[config.mk]
export PLATFORM = sky130hd
export DESIGN_NAME = cpsr_cond_unit_flat
export DESIGN_NICKNAME = d
export VERILOG_FILES = /design/src/rtl/cpsr_cond_unit_if.sv /design/src/rtl/cpsr_cond_unit.sv /design/src/flat_wrapper.sv
export SDC_FILE = /design/constraint.sdc
export NUM_CORES = 1
export LEC_CHECK = 0
export ABC_AREA = 0
export CAP_MARGIN = 40
export CORE_MARGIN = 4
export CORE_UTILIZATION = 44
export CTS_CLUSTER_DIAMETER = 40
export DETAILED_ROUTE_END_ITERATION = 8
export GPL_ROUTABILITY_DRIVEN = 1
export GPL_TIMING_DRIVEN = 0
export PLACE_DENSITY = 0.83
export SYNTH_ARGS = -nofsm -noshare
export SYNTH_HDL_FRONTEND = slang
export SYNTH_SLANG_ARGS = --single-unit
[constraint.sdc]
create_clock -name clk -period 4.15 [get_ports clk]
set_input_delay 1.0375 -clock clk [delete_from_list [all_inputs] [get_ports clk]]
set_output_delay 1.0375 -clock clk [all_outputs]
set_load 0.02 [all_outputs]
[src/rtl/cpsr_cond_unit_if.sv]
// Issue/execute-side bundle for the condition-evaluation unit.
// master = the pipeline driving requests and flag writebacks,
// slave  = the condition unit itself.
interface cpsr_cond_unit_if #(
   parameter int LANES = 2
);
   logic [LANES-1:0]   cond_valid;
   logic [4*LANES-1:0] cond_code;
   logic               cond_ready;
   logic [LANES-1:0]   exec_out;
   logic [LANES-1:0]   exec_valid;
   logic               stall;
   logic               flush;
   logic               pend_inc;
   logic               flags_we;
   logic [3:0]         flags_mask;
   logic [3:0]         flags_in;
   logic [3:0]         cpsr_out;
   logic               pend_full;

   modport master (
      output cond_valid, cond_code, stall, flush, pend_inc,
             flags_we, flags_mask, flags_in,
      input  cond_ready, exec_out, exec_valid, cpsr_out, pend_full
   );

   modport slave (
      input  cond_valid, cond_code, stall, flush, pend_inc,
             flags_we, flags_mask, flags_in,
      output cond_ready, exec_out, exec_valid, cpsr_out, pend_full
   );
endinterface

[src/rtl/cpsr_cond_unit.sv]
// Multi-lane ARM condition evaluator with an owned N/Z/C/V register and a
// scoreboard of in-flight flag-setting instructions. Evaluation is held off
// while any flag producer is outstanding, except when the last one is
// writing back this very cycle and forwarding is enabled.
// Flag bit order everywhere: V=0, C=1, Z=2, N=3.
module cpsr_cond_unit #(
   parameter int LANES   = 2,
   parameter int MAXPEND = 3,
   parameter int BYPASS  = 1
) (
   input logic               clk,
   input logic               reset_n,
   cpsr_cond_unit_if.slave   bus
);
   localparam int   PW        = (MAXPEND < 1) ? 1 : $clog2(MAXPEND + 1);
   localparam logic BYPASS_EN = (BYPASS != 0);

   logic [3:0]       cpsr_reg, cpsr_next;
   logic [PW-1:0]    pend_reg, pend_next;
   logic [LANES-1:0] exec_out_reg, exec_out_next;
   logic [LANES-1:0] exec_valid_reg, exec_valid_next;

   logic [3:0]       merged_flags;
   logic [3:0]       eval_flags;
   logic             pend_zero, pend_one, pend_full_int;
   logic             ready;
   logic [LANES-1:0] decision;

   // Decode one condition code against a flag snapshot.
   // Odd codes invert the even-code predicate; group 111 is always-true.
   function automatic logic cond_eval(input logic [3:0] code, input logic [3:0] f);
      logic n, z, c, v, raw;
      n = f[3];
      z = f[2];
      c = f[1];
      v = f[0];
      case (code[3:1])
         3'b000:  raw = z;
         3'b001:  raw = c;
         3'b010:  raw = n;
         3'b011:  raw = v;
         3'b100:  raw = c & ~z;
         3'b101:  raw = ~(n ^ v);
         3'b110:  raw = ~z & ~(n ^ v);
         default: raw = 1'b0;
      endcase
      return (code[3:1] == 3'b111) ? 1'b1 : (raw ^ code[0]);
   endfunction

   // Masked merge of the incoming writeback over the held flags; also the
   // forwarded snapshot when bypass is enabled.
   assign merged_flags  = (bus.flags_in & bus.flags_mask) | (cpsr_reg & ~bus.flags_mask);
   assign eval_flags    = (BYPASS_EN && bus.flags_we) ? merged_flags : cpsr_reg;

   assign pend_zero     = (pend_reg == '0);
   assign pend_one      = (pend_reg == PW'(1));
   assign pend_full_int = (pend_reg == PW'(MAXPEND));

   // Ready when nothing is outstanding, or the single outstanding producer
   // retires now and its flags are forwarded (a new producer issuing in the
   // same cycle keeps the hazard alive).
   assign ready = ~bus.stall &
                  (pend_zero | (BYPASS_EN & bus.flags_we & pend_one & ~bus.pend_inc));

   // All lanes see the same snapshot; no ordering between lanes.
   for (genvar gi = 0; gi < LANES; gi++) begin : g_lane
      assign decision[gi] = cond_eval(bus.cond_code[4*gi +: 4], eval_flags);
   end

   // Next-state for flags, scoreboard and the registered decision stage.
   always_comb begin
      cpsr_next       = bus.flags_we ? merged_flags : cpsr_reg;

      pend_next       = pend_reg;
      if (bus.flush) begin
         pend_next = '0;
      end else if (bus.pend_inc && !bus.flags_we && !pend_full_int) begin
         pend_next = pend_reg + PW'(1);
      end else if (bus.flags_we && !bus.pend_inc && !pend_zero) begin
         pend_next = pend_reg - PW'(1);
      end

      exec_out_next   = exec_out_reg;
      exec_valid_next = exec_valid_reg;
      if (bus.flush) begin
         exec_valid_next = '0;
      end else if (bus.stall) begin
         exec_valid_next = exec_valid_reg;
      end else if (ready) begin
         exec_valid_next = bus.cond_valid;
         exec_out_next   = decision & bus.cond_valid;
      end else begin
         exec_valid_next = '0;
         exec_out_next   = '0;
      end
   end

   // State registers with synchronous active-low reset.
   always_ff @(posedge clk) begin
      if (!reset_n) begin
         cpsr_reg       <= '0;
         pend_reg       <= '0;
         exec_out_reg   <= '0;
         exec_valid_reg <= '0;
      end else begin
         cpsr_reg       <= cpsr_next;
         pend_reg       <= pend_next;
         exec_out_reg   <= exec_out_next;
         exec_valid_reg <= exec_valid_next;
      end
   end

   assign bus.cond_ready = ready;
   assign bus.exec_out   = exec_out_reg;
   assign bus.exec_valid = exec_valid_reg;
   assign bus.cpsr_out   = cpsr_reg;
   assign bus.pend_full  = pend_full_int;
endmodule
[src/flat_wrapper.sv]
// flat-port wrapper written by rule: the top's interface ports become plain ports
module cpsr_cond_unit_flat 
#(
   parameter int LANES   = 2,
   parameter int MAXPEND = 3,
   parameter int BYPASS  = 1
)
  (clk, reset_n, bus_cond_valid, bus_cond_code, bus_stall, bus_flush, bus_pend_inc, bus_flags_we, bus_flags_mask, bus_flags_in, bus_cond_ready, bus_exec_out, bus_exec_valid, bus_cpsr_out, bus_pend_full);
  cpsr_cond_unit_if #(.LANES(LANES)) bus_i ();
  input logic clk;
  input logic reset_n;
  input wire logic [$bits(bus_i.cond_valid)-1:0] bus_cond_valid;
  input wire logic [$bits(bus_i.cond_code)-1:0] bus_cond_code;
  input wire logic [$bits(bus_i.stall)-1:0] bus_stall;
  input wire logic [$bits(bus_i.flush)-1:0] bus_flush;
  input wire logic [$bits(bus_i.pend_inc)-1:0] bus_pend_inc;
  input wire logic [$bits(bus_i.flags_we)-1:0] bus_flags_we;
  input wire logic [$bits(bus_i.flags_mask)-1:0] bus_flags_mask;
  input wire logic [$bits(bus_i.flags_in)-1:0] bus_flags_in;
  output wire logic [$bits(bus_i.cond_ready)-1:0] bus_cond_ready;
  output wire logic [$bits(bus_i.exec_out)-1:0] bus_exec_out;
  output wire logic [$bits(bus_i.exec_valid)-1:0] bus_exec_valid;
  output wire logic [$bits(bus_i.cpsr_out)-1:0] bus_cpsr_out;
  output wire logic [$bits(bus_i.pend_full)-1:0] bus_pend_full;
  assign bus_i.cond_valid = bus_cond_valid;
  assign bus_i.cond_code = bus_cond_code;
  assign bus_i.stall = bus_stall;
  assign bus_i.flush = bus_flush;
  assign bus_i.pend_inc = bus_pend_inc;
  assign bus_i.flags_we = bus_flags_we;
  assign bus_i.flags_mask = bus_flags_mask;
  assign bus_i.flags_in = bus_flags_in;
  assign bus_cond_ready = bus_i.cond_ready;
  assign bus_exec_out = bus_i.exec_out;
  assign bus_exec_valid = bus_i.exec_valid;
  assign bus_cpsr_out = bus_i.cpsr_out;
  assign bus_pend_full = bus_i.pend_full;
  cpsr_cond_unit #(.LANES(LANES), .MAXPEND(MAXPEND), .BYPASS(BYPASS)) u_core (.clk(clk), .reset_n(reset_n), .bus(bus_i));
endmodule
Figure 1. Cell placement.
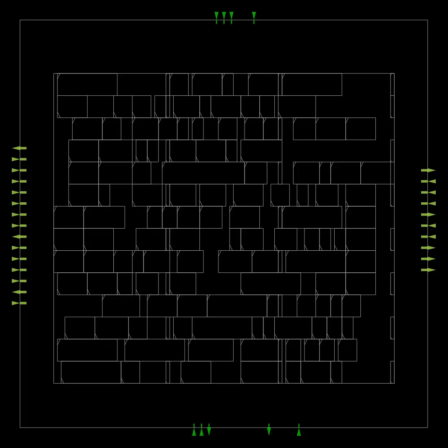
Core Rows: 14
share of the core filled with cells in the final layout: 73.2%
n_taps: 24

Figure 2. The metal 1 layer.
Scale: 10 px per µm. Supply wires on this layer in gray. Cells faint in the background.
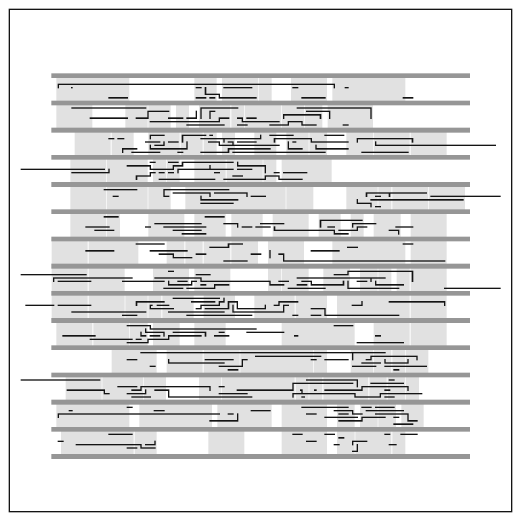
main direction: horizontal
share of all routed wire: 44%
wire length on this layer: 857 µm
nets with wire on the layer: 128
longest straight run: 27.6 µm
global-route track usage on met1: 18.5%
overall routed net length: 1940 µm
vias: 813

==> notes.md <==
Synthesis and PnR results.

- The flow ran to the end, and the final reports show no timing, DRC or antenna violations.
- The internal power consumption reads between 0.0002 and 0.00025 W.
- The total of buffers placed on input and output ports is 32.
- The final routed DRC violation total reads 0.
- For this run, the script counts the antenna cells in the layout as 0.
- The worst setup slack for register-to-register paths is 2420 ps.
- The report lists the number of cells resized after CTS as 0.
- Counting pins that exceed their max-slew limit in the final report gives 0.
- Clock-pin slew was measured on the worst setup and hold paths at roughly 70 ps.
- Setup repair after global routing left no endpoint under its margin.
- Per report_power, the clock group accounts for ~31% of the total.
- The number of optimization iterations in the first detailed-route pass is 4.
- The top logic cell family in the synthesized netlist reads simple AND/OR/NAND/NOR gates.
- The class of the tightest hold or removal check reads flop to flop.
- The ratio of cells with drive above 1 in the final layout is approximately an eighth.
- The timing endpoint of the critical path is bus_cond_ready.
- The most used flip-flop cell is sky130_fd_sc_hd__dfxtp_1.
- For reference, simple AND, OR, NAND and NOR cells occupy ~28% of the area reported after synthesis.
- The overall die height is approximately 50 µm.
- The net count of the finished layout reads about 160.
- Entering global routing, the biggest net connects 11 pins.
- The chip width is around 50 µm.
- The number of storage elements in the synthesis netlist is 10.
- The effective utilization at floorplan reads a little under 50%.
- The number of library cell types mapped by synthesis is ~45.
- The first element of the critical path reads bus_flags_we.
- The critical path goes through clkdlybuf4s50_1, buf_6, a31oi_1, nor2_1, clkdlybuf4s50_1.
- The cell occurring most often along the worst timing path is sky130_fd_sc_hd__clkdlybuf4s50_1.
- The startpoint of the worst-slack reg-to-reg timing path reads u_core.bus.cpsr_out[0]$_SDFF_PN0_.
- The clock buffer count from CTS is 3.
- The CTS sink count reads 10.
- The number of fill cells in the layout is between 100 and 150.
- The highest clock rate is 0.271 GHz.
- The number of nets at floorplan is roughly 120.
- The design draws about 0.00028 W.
- The growth of design area from synthesis to finish reads 49.6%.
- The slew at the pin closest to its max-slew limit is 473 ps.
- The total number of H-tree levels reads 1.
- The relative slew slack is between 60% and 70%.
- OpenROAD reports that the post-layout worst path occupies approximately nine tenths of the period.
- The post-route minimum period reads 3690 ps.
Figure 3. Cell classes on the final placement.
Scale: 8 px per µm.
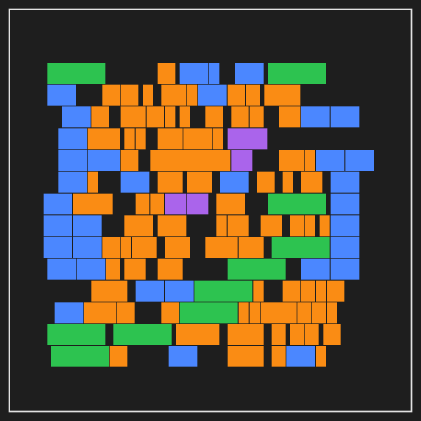
| class | color | cells |
|---|---|---|
| clock drivers and dummy loads | purple | 4 |
| remaining buffers and delay cells | blue | 34 |
| combinational and other logic | orange | 80 |
| sequential cells | green | 10 |
post-route cell area: 1170 µm²
placeable core region: 1590 µm²
sequential portion of the cell area: 17.2%

## synth_stat cells (2+ instances only)
cell | count | area (µm²)
sky130_fd_sc_hd__mux2i_1 | 3 | 30.0
sky130_fd_sc_hd__nor2_1 | 9 | 33.8
sky130_fd_sc_hd__nor2b_1 | 3 | 18.8
sky130_fd_sc_hd__inv_1 | 5 | 18.8
sky130_fd_sc_hd__and2_1 | 2 | 12.5
sky130_fd_sc_hd__nor3_1 | 5 | 25.0
sky130_fd_sc_hd__nand2b_1 | 2 | 12.5
sky130_fd_sc_hd__o21ai_0 | 2 | 10.0
sky130_fd_sc_hd__o21a_1 | 2 | 15.0
sky130_fd_sc_hd__a21oi_1 | 5 | 25.0
sky130_fd_sc_hd__or2_2 | 2 | 12.5
sky130_fd_sc_hd__ha_1 | 3 | 37.5
sky130_fd_sc_hd__a21boi_2 | 2 | 22.5
sky130_fd_sc_hd__nand2_1 | 6 | 22.5
sky130_fd_sc_hd__a31oi_1 | 2 | 12.5
sky130_fd_sc_hd__dfxtp_1 | 10 | 200
## through the flow
step,utilization (%),cells,hold WS (ps),instance area [µm²]
final,73.2,152,459,1170
after CTS,73.2,152,461,1170
after floorplan,-,92,533,779
after global routing,73.2,152,503,1170
after detailed placement,70.9,148,450,1130
after global placement,70.9,148,443,1130
## power groups by stage
stage / clock [W] / combinational (W) / sequential (W)
detailed placement: 0 / 0.0000901 / 0.000105
CTS: 0.0000906 / 0.0000905 / 0.000102
finish: 0.0000864 / 0.0000904 / 0.000102
floorplan: 0 / 0.0000438 / 0.000108
global placement: 0 / 0.0000880 / 0.000104
global route: 0.0000994 / 0.0000977 / 0.000103
## worst reg2reg max path, delay by kind of cell, from the launching register on
family / cells / cell delay (ps)
xor+xnor: 1 / 140
compound gates: 4 / 1010
flops: 1 / 310
mux: 1 / 230
Power figures rest on the tool's default switching activity, not on a simulated workload.
